### Signal wires on met4, run 1

(2 px per µm) Supply wires on this layer in gray.
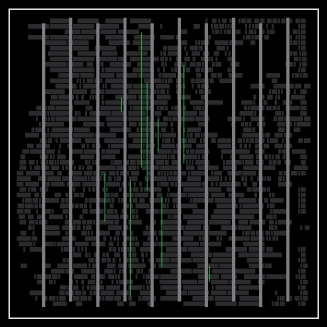
### Metal 3, run 1

(4 px per µm)
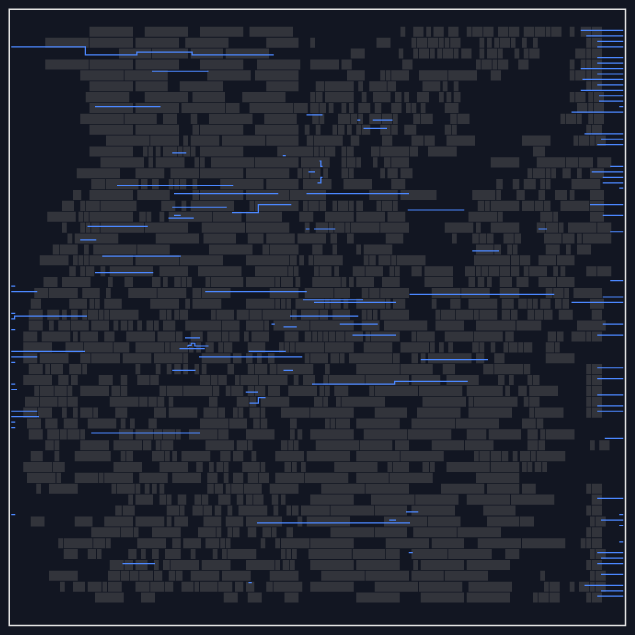
### Signal wires on met2, run 1

(3 px per µm)
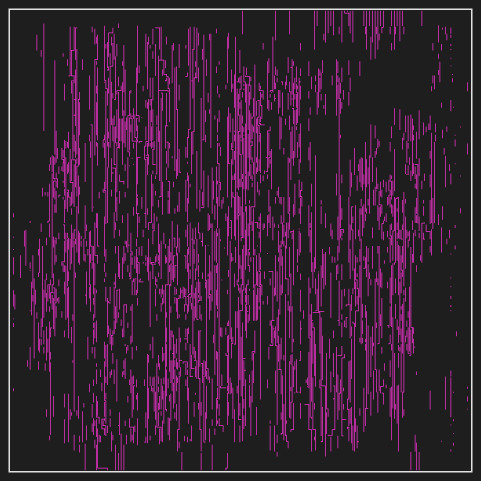
[config.mk]
export PLATFORM = sky130hd
export DESIGN_NAME = dce_loopback_multi
export DESIGN_NICKNAME = d
export VERILOG_FILES = /design/src/rtl/dce_loopback_multi.sv
export SDC_FILE = /design/constraint.sdc
export NUM_CORES = 1
export LEC_CHECK = 0
export ABC_CLOCK_PERIOD_IN_PS = 6200
export CORE_MARGIN = 3
export CORE_UTILIZATION = 55
export CTS_CLUSTER_DIAMETER = 80
export CTS_CLUSTER_SIZE = 28
export DETAILED_ROUTE_END_ITERATION = 16
export GPL_TIMING_DRIVEN = 0
export PLACE_DENSITY_LB_ADDON = 0.3
export SLEW_MARGIN = 30
export SYNTH_ARGS = -nofsm -noshare
export SYNTH_HDL_FRONTEND = slang
export SYNTH_SLANG_ARGS = --single-unit
[constraint.sdc]
create_clock -name clock -period 6.2 [get_ports clock]
set_clock_uncertainty 0.05 [all_clocks]
set_input_delay 1.24 -clock clock [delete_from_list [all_inputs] [get_ports clock]]
set_output_delay 1.24 -clock clock [all_outputs]
set_load 0.02 [all_outputs]
[src/rtl/dce_loopback_multi.sv]
// Multi-channel 8N1 UART DCE loopback: per-channel RX deserialiser, loopback FIFO
// with RTS/CTS flow control, TX serialiser, and saturating error counters.
module dce_loopback_multi #(
  parameter int NUM_CH     = 2,
  parameter int BAUD_DIV   = 16,
  parameter int FIFO_DEPTH = 8,
  parameter int CTS_MARGIN = 2,
  parameter int CROSS_MODE = 0
) (
  input  logic                  clock,
  input  logic                  reset,
  input  logic [NUM_CH-1:0]     txd,
  output logic [NUM_CH-1:0]     rxd,
  input  logic [NUM_CH-1:0]     rts,
  output logic [NUM_CH-1:0]     cts,
  output logic [32*NUM_CH-1:0]  dbr,
  output logic [8*NUM_CH-1:0]   overrun_cnt,
  output logic [8*NUM_CH-1:0]   frame_err_cnt
);

  localparam int BW = $clog2(BAUD_DIV);
  localparam int AW = $clog2(FIFO_DEPTH);
  localparam int CW = AW + 1;
  localparam logic [BW-1:0] FULL_BIT  = BW'(BAUD_DIV - 1);
  localparam logic [BW-1:0] HALF_BIT  = BW'(BAUD_DIV / 2 - 1);
  localparam logic [CW-1:0] DEPTH_C   = CW'(FIFO_DEPTH);
  localparam logic [CW-1:0] CTS_LIMIT = CW'(FIFO_DEPTH - CTS_MARGIN);

  typedef enum logic [1:0] {IDLE, START, DATA, STOP} uart_state_t;

  logic [NUM_CH-1:0]    rx_push_all;
  logic [8*NUM_CH-1:0]  rx_byte_all;
  logic [CW*NUM_CH-1:0] count_all;

  for (genvar ch = 0; ch < NUM_CH; ch++) begin : g_ch
    // SRC: RX channel feeding this channel's FIFO; DST: FIFO this channel's RX feeds.
    localparam int SRC = (CROSS_MODE != 0) ? (ch + NUM_CH - 1) % NUM_CH : ch;
    localparam int DST = (CROSS_MODE != 0) ? (ch + 1) % NUM_CH : ch;

    logic          sync1, sync2, rx_prev;
    uart_state_t   rx_state, rx_state_n;
    logic [BW-1:0] rx_cnt, rx_cnt_n;
    logic [2:0]    rx_idx, rx_idx_n;
    logic [7:0]    rx_sr, rx_sr_n;
    logic          rx_done, rx_bad, rx_push;
    logic [7:0]    ferr;

    always_ff @(posedge clock) begin
      if (reset) begin
        sync1   <= 1'b1;
        sync2   <= 1'b1;
        rx_prev <= 1'b1;
      end else begin
        sync1   <= txd[ch];
        sync2   <= sync1;
        rx_prev <= sync2;
      end
    end

    always_ff @(posedge clock) begin
      if (reset) begin
        rx_state <= IDLE;
        rx_cnt   <= '0;
        rx_idx   <= '0;
        rx_sr    <= '0;
        rx_push  <= 1'b0;
        ferr     <= '0;
      end else begin
        rx_state <= rx_state_n;
        rx_cnt   <= rx_cnt_n;
        rx_idx   <= rx_idx_n;
        rx_sr    <= rx_sr_n;
        rx_push  <= rx_done;
        if (rx_bad && ferr != 8'hFF) ferr <= ferr + 8'd1;
      end
    end

    always_comb begin
      rx_state_n = rx_state;
      rx_cnt_n   = rx_cnt;
      rx_idx_n   = rx_idx;
      rx_sr_n    = rx_sr;
      rx_done    = 1'b0;
      rx_bad     = 1'b0;
      case (rx_state)
        IDLE: begin
          if (rx_prev && !sync2) begin
            rx_cnt_n   = HALF_BIT;
            rx_state_n = START;
          end
        end
        START: begin
          if (rx_cnt == '0) begin
            if (!sync2) begin
              rx_cnt_n   = FULL_BIT;
              rx_idx_n   = '0;
              rx_state_n = DATA;
            end else begin
              rx_state_n = IDLE;
            end
          end else begin
            rx_cnt_n = rx_cnt - 1'b1;
          end
        end
        DATA: begin
          if (rx_cnt == '0) begin
            rx_sr_n  = {sync2, rx_sr[7:1]};
            rx_cnt_n = FULL_BIT;
            if (rx_idx == 3'd7) rx_state_n = STOP;
            else                rx_idx_n   = rx_idx + 3'd1;
          end else begin
            rx_cnt_n = rx_cnt - 1'b1;
          end
        end
        STOP: begin
          if (rx_cnt == '0) begin
            rx_done    = sync2;
            rx_bad     = !sync2;
            rx_state_n = IDLE;
          end else begin
            rx_cnt_n = rx_cnt - 1'b1;
          end
        end
        default: rx_state_n = IDLE;
      endcase
    end

    assign rx_push_all[ch]         = rx_push;
    assign rx_byte_all[8*ch +: 8]  = rx_sr;
    assign frame_err_cnt[8*ch +: 8] = ferr;

    logic [7:0]    mem [FIFO_DEPTH];
    logic [AW-1:0] wr_ptr, rd_ptr;
    logic [CW-1:0] count;
    logic [7:0]    ovr;
    logic          avail, push, full, wr_en, tx_pop, cts_r;

    assign push  = rx_push_all[SRC];
    assign full  = (count == DEPTH_C);
    assign wr_en = push && !full;

    always_ff @(posedge clock) begin
      if (wr_en) mem[wr_ptr] <= rx_byte_all[8*SRC +: 8];
    end

    // avail is a registered copy of non-empty; it only gates IDLE, where it is never stale.
    always_ff @(posedge clock) begin
      if (reset) begin
        wr_ptr <= '0;
        rd_ptr <= '0;
        count  <= '0;
        ovr    <= '0;
        avail  <= 1'b0;
        cts_r  <= 1'b0;
      end else begin
        if (wr_en)  wr_ptr <= wr_ptr + 1'b1;
        if (tx_pop) rd_ptr <= rd_ptr + 1'b1;
        count <= count + CW'(wr_en) - CW'(tx_pop);
        if (push && full && ovr != 8'hFF) ovr <= ovr + 8'd1;
        avail <= (count != '0);
        cts_r <= (count_all[CW*DST +: CW] < CTS_LIMIT);
      end
    end

    assign count_all[CW*ch +: CW]  = count;
    assign overrun_cnt[8*ch +: 8]  = ovr;
    assign cts[ch]                 = cts_r;
    assign dbr[32*ch +: 32]        = 32'(BAUD_DIV);

    uart_state_t   tx_state, tx_state_n;
    logic [BW-1:0] tx_cnt, tx_cnt_n;
    logic [2:0]    tx_idx, tx_idx_n;
    logic [7:0]    tx_sr, tx_sr_n;
    logic          rxd_r, rxd_n;

    always_ff @(posedge clock) begin
      if (reset) begin
        tx_state <= IDLE;
        tx_cnt   <= '0;
        tx_idx   <= '0;
        tx_sr    <= '0;
        rxd_r    <= 1'b1;
      end else begin
        tx_state <= tx_state_n;
        tx_cnt   <= tx_cnt_n;
        tx_idx   <= tx_idx_n;
        tx_sr    <= tx_sr_n;
        rxd_r    <= rxd_n;
      end
    end

    always_comb begin
      tx_state_n = tx_state;
      tx_cnt_n   = tx_cnt;
      tx_idx_n   = tx_idx;
      tx_sr_n    = tx_sr;
      tx_pop     = 1'b0;
      rxd_n      = 1'b1;
      case (tx_state)
        IDLE: begin
          if (avail && rts[ch]) begin
            tx_pop     = 1'b1;
            tx_sr_n    = mem[rd_ptr];
            tx_cnt_n   = FULL_BIT;
            tx_state_n = START;
          end
        end
        START: begin
          if (tx_cnt == '0) begin
            tx_cnt_n   = FULL_BIT;
            tx_idx_n   = '0;
            tx_state_n = DATA;
          end else begin
            tx_cnt_n = tx_cnt - 1'b1;
          end
        end
        DATA: begin
          if (tx_cnt == '0) begin
            tx_cnt_n = FULL_BIT;
            if (tx_idx == 3'd7) begin
              tx_state_n = STOP;
            end else begin
              tx_idx_n = tx_idx + 3'd1;
              tx_sr_n  = {1'b0, tx_sr[7:1]};
            end
          end else begin
            tx_cnt_n = tx_cnt - 1'b1;
          end
        end
        STOP: begin
          if (tx_cnt == '0) tx_state_n = IDLE;
          else              tx_cnt_n   = tx_cnt - 1'b1;
        end
        default: tx_state_n = IDLE;
      endcase
      case (tx_state_n)
        START:   rxd_n = 1'b0;
        DATA:    rxd_n = tx_sr_n[0];
        default: rxd_n = 1'b1;
      endcase
    end

    assign rxd[ch] = rxd_r;
  end

endmodule

==> metrics.csv, run 1 <==
stage,metric,value,unit
clocking,CTS tree,yes,
floorplanning,Well Taps,275,
drt,drt initial violations,555,
layout,Comb gates,693,
power_and_ir_drop,Clock Power Share,26.9,%
drt,via/cell ratio,5.34,
setup_path,Worst EP required,6.51,ns
final_timing,final worst path period share,47.8,%
status,outcome,finished clean,
min_path,Worst Hold Class,reg -> reg,
min_path,hold_sp,g_ch[0].sync1$_SDFF_PP1_,
setup_path,Worst path max stage delay,0.44,ns
synthesis,fa+ha+maj area frac,5.86,%
run,tool warnings,45,
setup_path,Worst Setup End Kind,flip-flop,
synthesis,Synth Area in XOR/XNOR,2.63,%
synthesis,area share of the largest cell type after synthesis,32.0,%
min_path,hold path cells,1,
setup_path,WP buf/inv,4,
final_timing,fin. max-slew vios,0,
synthesis,Avg Inst Size Synth,11.5,µm²
synthesis,synth unique cells,61,
drt,DRT met1 WL,10600,µm
setup_path,worst-path cell chain,"clkdlybuf4s50_1, nand3_1, clkinv_1, ha_1, inv_1, ha_1, inv_1, fa_1, xor2_1, nor2_1",
layout,max reg flops,128,
clocking,postcts setup bufs,0,
global_route,first-pass GRT wire length,37700,µm
power_and_ir_drop,overall power,0.00400,W
placed_design,Port Buffers,40,
layout,bufs w/o clock,146,
layout,Seq area share,49.4,%
final_timing,Final min period,2.97,ns
power_and_ir_drop,Cell Pwr Density,297,mW/mm²
synthesis,"Chip Area, Yosys",0.0120,mm²
clocking,Inserted Clock Buffers,14,
## Picture notes: 'Signal wires on met4'
- main direction: vertical
- wire length on this layer: 316 µm
via count: 7708
final WL: 23300 µm

## Picture notes: 'Metal 3'
- share of all routed wire: 4.4%
- nets with wire on the layer: 101
- main direction: horizontal
M3 GR Usage: 2.45%

## Picture notes: 'Signal wires on met2'
- longest straight run: 67.7 µm
- share of all routed wire: 49%
- main direction: vertical

==> run 1: placed cells by master, fill, tap and decap left out, types with 7 or more instances in the layout <==
cell type        instances
nand2b_1                11
clkdlybuf4s50_1         40
mux4_2                  32
nand4_1                 10
nor3_1                  19
edfxtp_1               128
xor2_1                  27
inv_1                   38
o21ai_0                 22
nand3_1                 13
a211oi_1                19
ha_1                    53
xnor2_1                  9
clkbuf_1                24
a21oi_1                 55
nand2_1                 94
buf_4                   68
a22oi_1                  8
dfxtp_1                140
mux2i_1                 20
and2_1                  12
or2_2                    9
conb_1                  64
clkbuf_16               15
and3_1                   9
nor2b_1                  7
buf_2                    7
buf_1                    9
nor2_1                 119
==> run 1 -> run 2 <==
--- a/config.mk
+++ b/config.mk
@@ -5,7 +5,7 @@
 export SDC_FILE = /design/constraint.sdc
 export NUM_CORES = 1
 export LEC_CHECK = 0
-export ABC_CLOCK_PERIOD_IN_PS = 6200
+export ABC_CLOCK_PERIOD_IN_PS = 2800
 export CORE_MARGIN = 3
 export CORE_UTILIZATION = 55
 export CTS_CLUSTER_DIAMETER = 80
==> constraint.sdc (replaced) <==
create_clock -name clock -period 2.8 [get_ports clock]
set_clock_uncertainty 0.05 [all_clocks]
set_input_delay 0.56 -clock clock [delete_from_list [all_inputs] [get_ports clock]]
set_output_delay 0.56 -clock clock [all_outputs]
set_load 0.02 [all_outputs]
### Routing congestion map, run 2

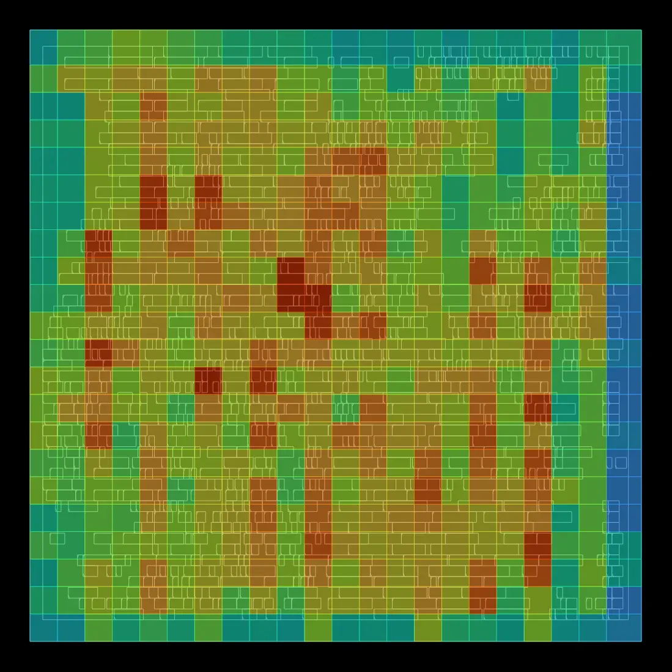
Routed wire per std cell: 16.2 µm
global routing usage on met1: 27.4%
global-route met2 utilization: 32.3%
GRT Overall Usage: 19.3%
Final Util: 63.6%

### Met1 routing, run 2

(3 px per µm) Supply wires on this layer in gray.
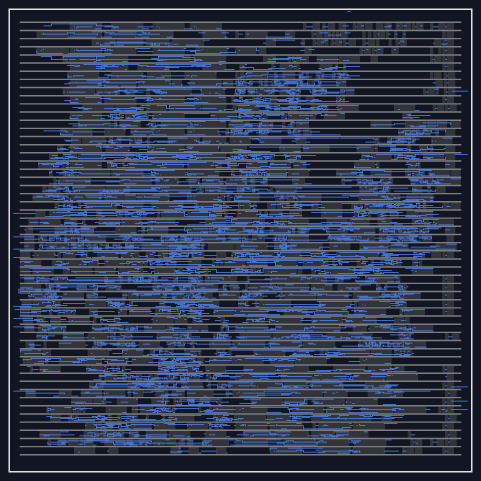
- share of all routed wire: 46%
- longest straight run: 48.3 µm

==> run 2 against run 1 <==
Effect of this change: design area up 0.15%; combinational power up 120%; global-route usage unchanged; first-iteration DRC count up 0.72%; synthesized cell count unchanged; setup slack worse by 3.1 ns; die area unchanged; critical path type is now reg -> reg; largest cell class unchanged; largest power group unchanged.
==> metrics.csv, run 2 <==
stage,metric,value,unit,change
run,tool warnings,45,,unchanged
synthesis,fa+ha+maj area frac,5.86,%,unchanged
drt,final WL,23400,µm,was 23300 µm
global_route,M3 GR Usage,2.45,%,unchanged
drt,drt initial violations,559,,was 555
setup_path,Worst path max stage delay,0.41,ns,was 0.44 ns
setup_path,r2r startpoint,g_ch[0].tx_state[1]$_SDFF_PP0_,,was g_ch[0].tx_state[0]$_SDFF_PP0_
clocking,Inserted Clock Buffers,14,,unchanged
setup_path,Worst Setup End Kind,flip-flop,,unchanged
synthesis,Ys Warns,0,,unchanged
clocking,CTS tree,yes,,unchanged
layout,most frequent cells in the layout,"139 x dfxtp_1, 128 x edfxtp_1, 119 x nor2_1",,"was 140 x dfxtp_1, 128 x edfxtp_1, 119 x nor2_1"
power_and_ir_drop,overall power,0.00888,W,was 0.00400 W
setup_path,"reg-to-reg slack, setup",0.18,ns,was 3.50 ns
floorplanning,Die Wd,154,µm,unchanged
global_route,total grt overflow,0,,unchanged
placed_design,Port Buffers,40,,unchanged
setup_path,WP buf/inv,5,,was 4
setup_path,worst path arrival time,2.93,ns,was 3.28 ns
min_path,worst min-delay path endpoint,g_ch[0].sync2$_SDFF_PP1_,,unchanged
drt,top layer in use,met4,,unchanged
layout,fill count,1689,,was 1690
layout,max reg flops,128,,unchanged
min_path,hold path cells,1,,unchanged
layout,Finished Layout Cells,1446,,was 1444
drt,# DRC,0,,unchanged
setup_path,worst-path cell chain,"inv_1, ha_1, clkbuf_1, nand3_1, clkinvlp_4, ha_1, inv_1, ha_1, inv_1, fa_1, xor2_1, nor2_1",,"was clkdlybuf4s50_1, nand3_1, clkinv_1, ha_1, inv_1, ha_1, inv_1, fa_1, xor2_1, nor2_1"
status,outcome,finished clean,,unchanged
final_timing,Final min period,2.62,ns,
setup_path,Worst EP required,3.12,ns,was 6.51 ns
placed_design,DPL Wire Length,16300,µm,unchanged
synthesis,Synth Area in XOR/XNOR,2.63,%,unchanged
clocking,Latency at later pin,0.49,ns,about the same
clocking,postcts setup bufs,0,,unchanged
drt,DRT met1 WL,10700,µm,was 10600 µm
drt,via count,7693,,was 7708
setup_path,beginning of the critical path,g_ch[0].tx_state[1]$_SDFF_PP0_,,was rts[0]
global_route,first-pass GRT wire length,37700,µm,unchanged
final_timing,fin. max-slew vios,0,,unchanged
min_path,Worst Hold Class,reg -> reg,,unchanged
synthesis,synth unique cells,61,,unchanged
min_path,hold_sp,g_ch[0].sync1$_SDFF_PP1_,,unchanged
synthesis,"Chip Area, Yosys",0.0120,mm²,unchanged
synthesis,area share of the largest cell type after synthesis,32.0,%,unchanged
drt,via/cell ratio,5.32,,was 5.34
synthesis,Avg Inst Size Synth,11.5,µm²,unchanged
layout,Top cell excl fill/tap,dfxtp_1,,unchanged
power_and_ir_drop,Cell Pwr Density,658,mW/mm²,was 297 mW/mm²
final_timing,final worst path period share,93.5,%,
### Signal wires on met2, run 2

(3 px per µm)
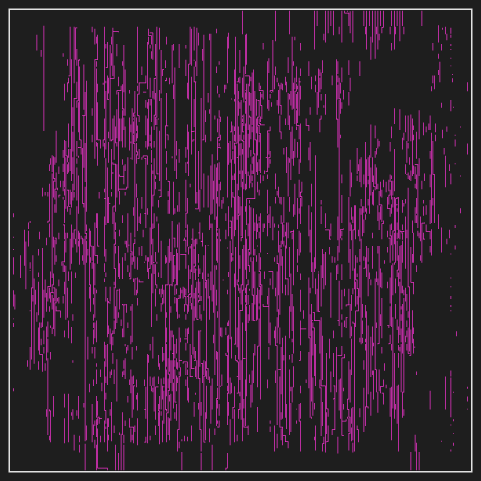
- wire length on this layer: 11400 µm
- nets with wire on the layer: 978
- share of all routed wire: 49%
- main direction: vertical
- longest straight run: 68.3 µm

## run 2: cell count changes in the layout (fill, tap and decap cells not counted)
cell and change:
dfxtp_1 -1, dfxtp_2 +1, buf_4 +2, clkinvlp_4 +1, a21boi_1 +2, a21boi_0 -2
clkinv_1 -1
## run 2: final cells by class
class,count,share of cell area (%)
buffer,106,4.91
clock buffer,18,2.94
clock inverter,5,0.557
inverter,39,1.11
multi-input combinational,693,35.6
sequential,268,49.3
tap,275,2.55
timing repair buffer,42,3.08
## run 2: report_power, final
part | internal (W) | switching (W) | leakage, nW
sequential | 0.00429 | 0.000194 | 2.32
clock | 0.00113 | 0.00126 | 0.228
combinational | 0.000911 | 0.00109 | 2.46
==> run 2 -> run 3 <==
--- a/config.mk
+++ b/config.mk
@@ -7,13 +7,14 @@
 export LEC_CHECK = 0
 export ABC_CLOCK_PERIOD_IN_PS = 2800
 export CORE_MARGIN = 3
-export CORE_UTILIZATION = 55
+export CORE_UTILIZATION = 40
 export CTS_CLUSTER_DIAMETER = 80
 export CTS_CLUSTER_SIZE = 28
 export DETAILED_ROUTE_END_ITERATION = 16
 export GPL_TIMING_DRIVEN = 0
+export HOLD_SLACK_MARGIN = 0.15
 export PLACE_DENSITY_LB_ADDON = 0.3
-export SLEW_MARGIN = 30
+export SLEW_MARGIN = 15
 export SYNTH_ARGS = -nofsm -noshare
 export SYNTH_HDL_FRONTEND = slang
 export SYNTH_SLANG_ARGS = --single-unit
### Met1 routing, run 3

(3 px per µm) Supply wires on this layer in gray.
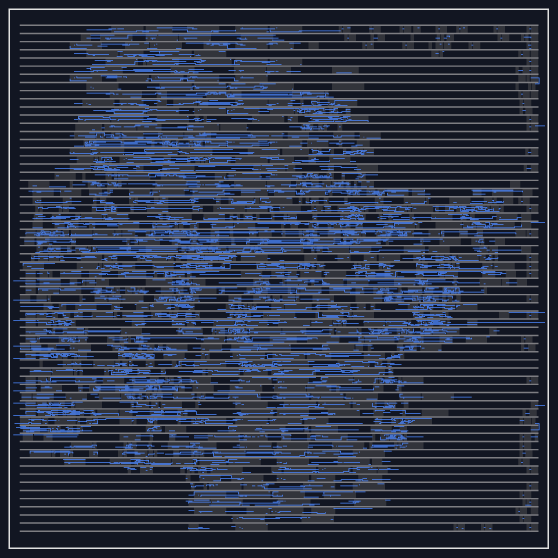
- wire length on this layer: 11200 µm
- main direction: horizontal
- share of all routed wire: 48%

### Signal wires on met4, run 3

(2 px per µm) Supply wires on this layer in gray.
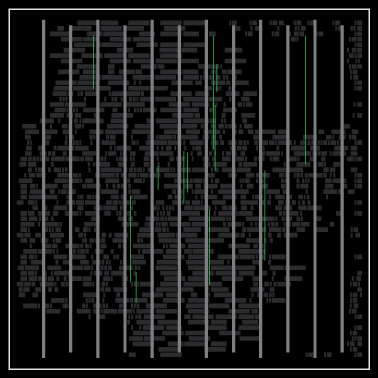
- main direction: vertical
- share of all routed wire: 1.7%
- wire length on this layer: 390 µm
via count: 7649
final WL: 23200 µm

==> run 3 against run 2 <==
Effect of this change: area after synthesis is the same; sequential power is essentially flat; clock power is 13% higher; synthesized cell count unchanged.
==> metrics.csv, run 3 <==
stage,metric,value,unit,change
placed_design,DPL Wire Length,16300,µm,about the same
layout,logic share of the area,34.8,%,was 35.6%
power_and_ir_drop,Top pwr grp,sequential cells,,unchanged
layout,Finished Layout Cells,1564,,was 1446
synthesis,Avg Inst Size Synth,11.5,µm²,unchanged
layout,clock network area share,4.23,%,was 3.50%
final_timing,fin. max-slew vios,0,,unchanged
layout,sequential cells,268,,unchanged
final_timing,final worst path period share,91.5,%,was 93.5%
power_and_ir_drop,P_sw,0.00270,W,was 0.00254 W
drt,DRT met1 WL,11200,µm,was 10700 µm
clocking,CTS tree,yes,,unchanged
layout,Non-Clock Buffer Area Fraction,8.05,%,was 7.99%
layout,Top class by area,registers,,unchanged
synthesis,area share of the largest cell type after synthesis,32.0,%,unchanged
placed_design,Port Buffers,40,,unchanged
final_timing,Final min period,2.56,ns,was 2.62 ns
layout,Final Util,47.2,%,was 63.6%
power_and_ir_drop,Clock Power Share,29.3,%,was 26.9%
power_and_ir_drop,overall power,0.00919,W,was 0.00888 W
drt,drt initial violations,546,,was 559
clocking,Latency at later pin,0.51,ns,was 0.49 ns
power_and_ir_drop,logic gate share of total power,22.0,%,was 22.6%
setup_path,Worst EP required,3.12,ns,about the same
drt,Routed wire per std cell,14.8,µm,was 16.2 µm
drt,via/cell ratio,4.89,,was 5.32
global_route,GRT Overall Usage,14.4,%,was 19.3%
setup_path,Worst path max stage delay,0.42,ns,was 0.41 ns
layout,most frequent cells in the layout,"140 x dfxtp_1, 128 x edfxtp_1, 119 x nor2_1",,"was 139 x dfxtp_1, 128 x edfxtp_1, 119 x nor2_1"
global_route,global-route met2 utilization,23.0,%,was 32.3%
synthesis,"Chip Area, Yosys",0.0120,mm²,unchanged
synthesis,Synth Area in XOR/XNOR,2.63,%,unchanged
power_and_ir_drop,switching share of power,29.3,%,was 28.6%
power_and_ir_drop,P_comb,0.00202,W,was 0.00200 W
setup_path,Worst Setup End Kind,flip-flop,,unchanged
layout,# clk buffers,19,,was 18
layout,Inverters excl. clock,39,,unchanged
power_and_ir_drop,Power Clock,0.00269,W,was 0.00239 W
status,outcome,finished clean,,unchanged
layout,fill count,2671,,was 1689
synthesis,fa+ha+maj area frac,5.86,%,unchanged
power_and_ir_drop,sequential share of power,48.8,%,was 50.6%
global_route,first-pass GRT wire length,37200,µm,was 37700 µm
layout,bufs w/o clock,152,,was 148
power_and_ir_drop,Cell Pwr Density,668,mW/mm²,was 658 mW/mm²
floorplanning,Well Taps,384,,was 275
### Metal 3, run 3

(3 px per µm)
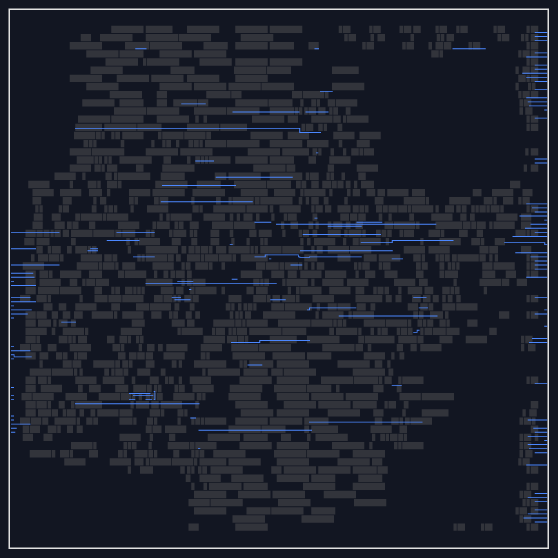
- wire length on this layer: 1180 µm
- main direction: horizontal
- nets with wire on the layer: 116
M3 GR Usage: 2.22%

-- run 3: netlist changes by cell type in the layout (fill, tap and decap cells not counted), sizes merged --
| cell | delta |
|---|---|
| clkinv | +3 |
| buf | +4 |
| clkbuf | +1 |
| inv | +1 |
-- run 3: worst paths after layout --
path / start / end / slack (ns) / depth (start not counted)
setup reg to reg: g_ch[0].tx_state[0]$_SDFF_PP0_ / g_ch[0].count[2]$_SDFF_PP0_ / 0.24 / 12
hold reg to reg: g_ch[0].sync1$_SDFF_PP1_ / g_ch[0].sync2$_SDFF_PP1_ / 0.37 / 1
setup / recovery: g_ch[0].tx_state[0]$_SDFF_PP0_ / g_ch[0].count[2]$_SDFF_PP0_ / 0.24 / 12
hold / removal: g_ch[0].sync1$_SDFF_PP1_ / g_ch[0].sync2$_SDFF_PP1_ / 0.37 / 1
Power figures rest on the tool's default switching activity, not on a simulated workload.
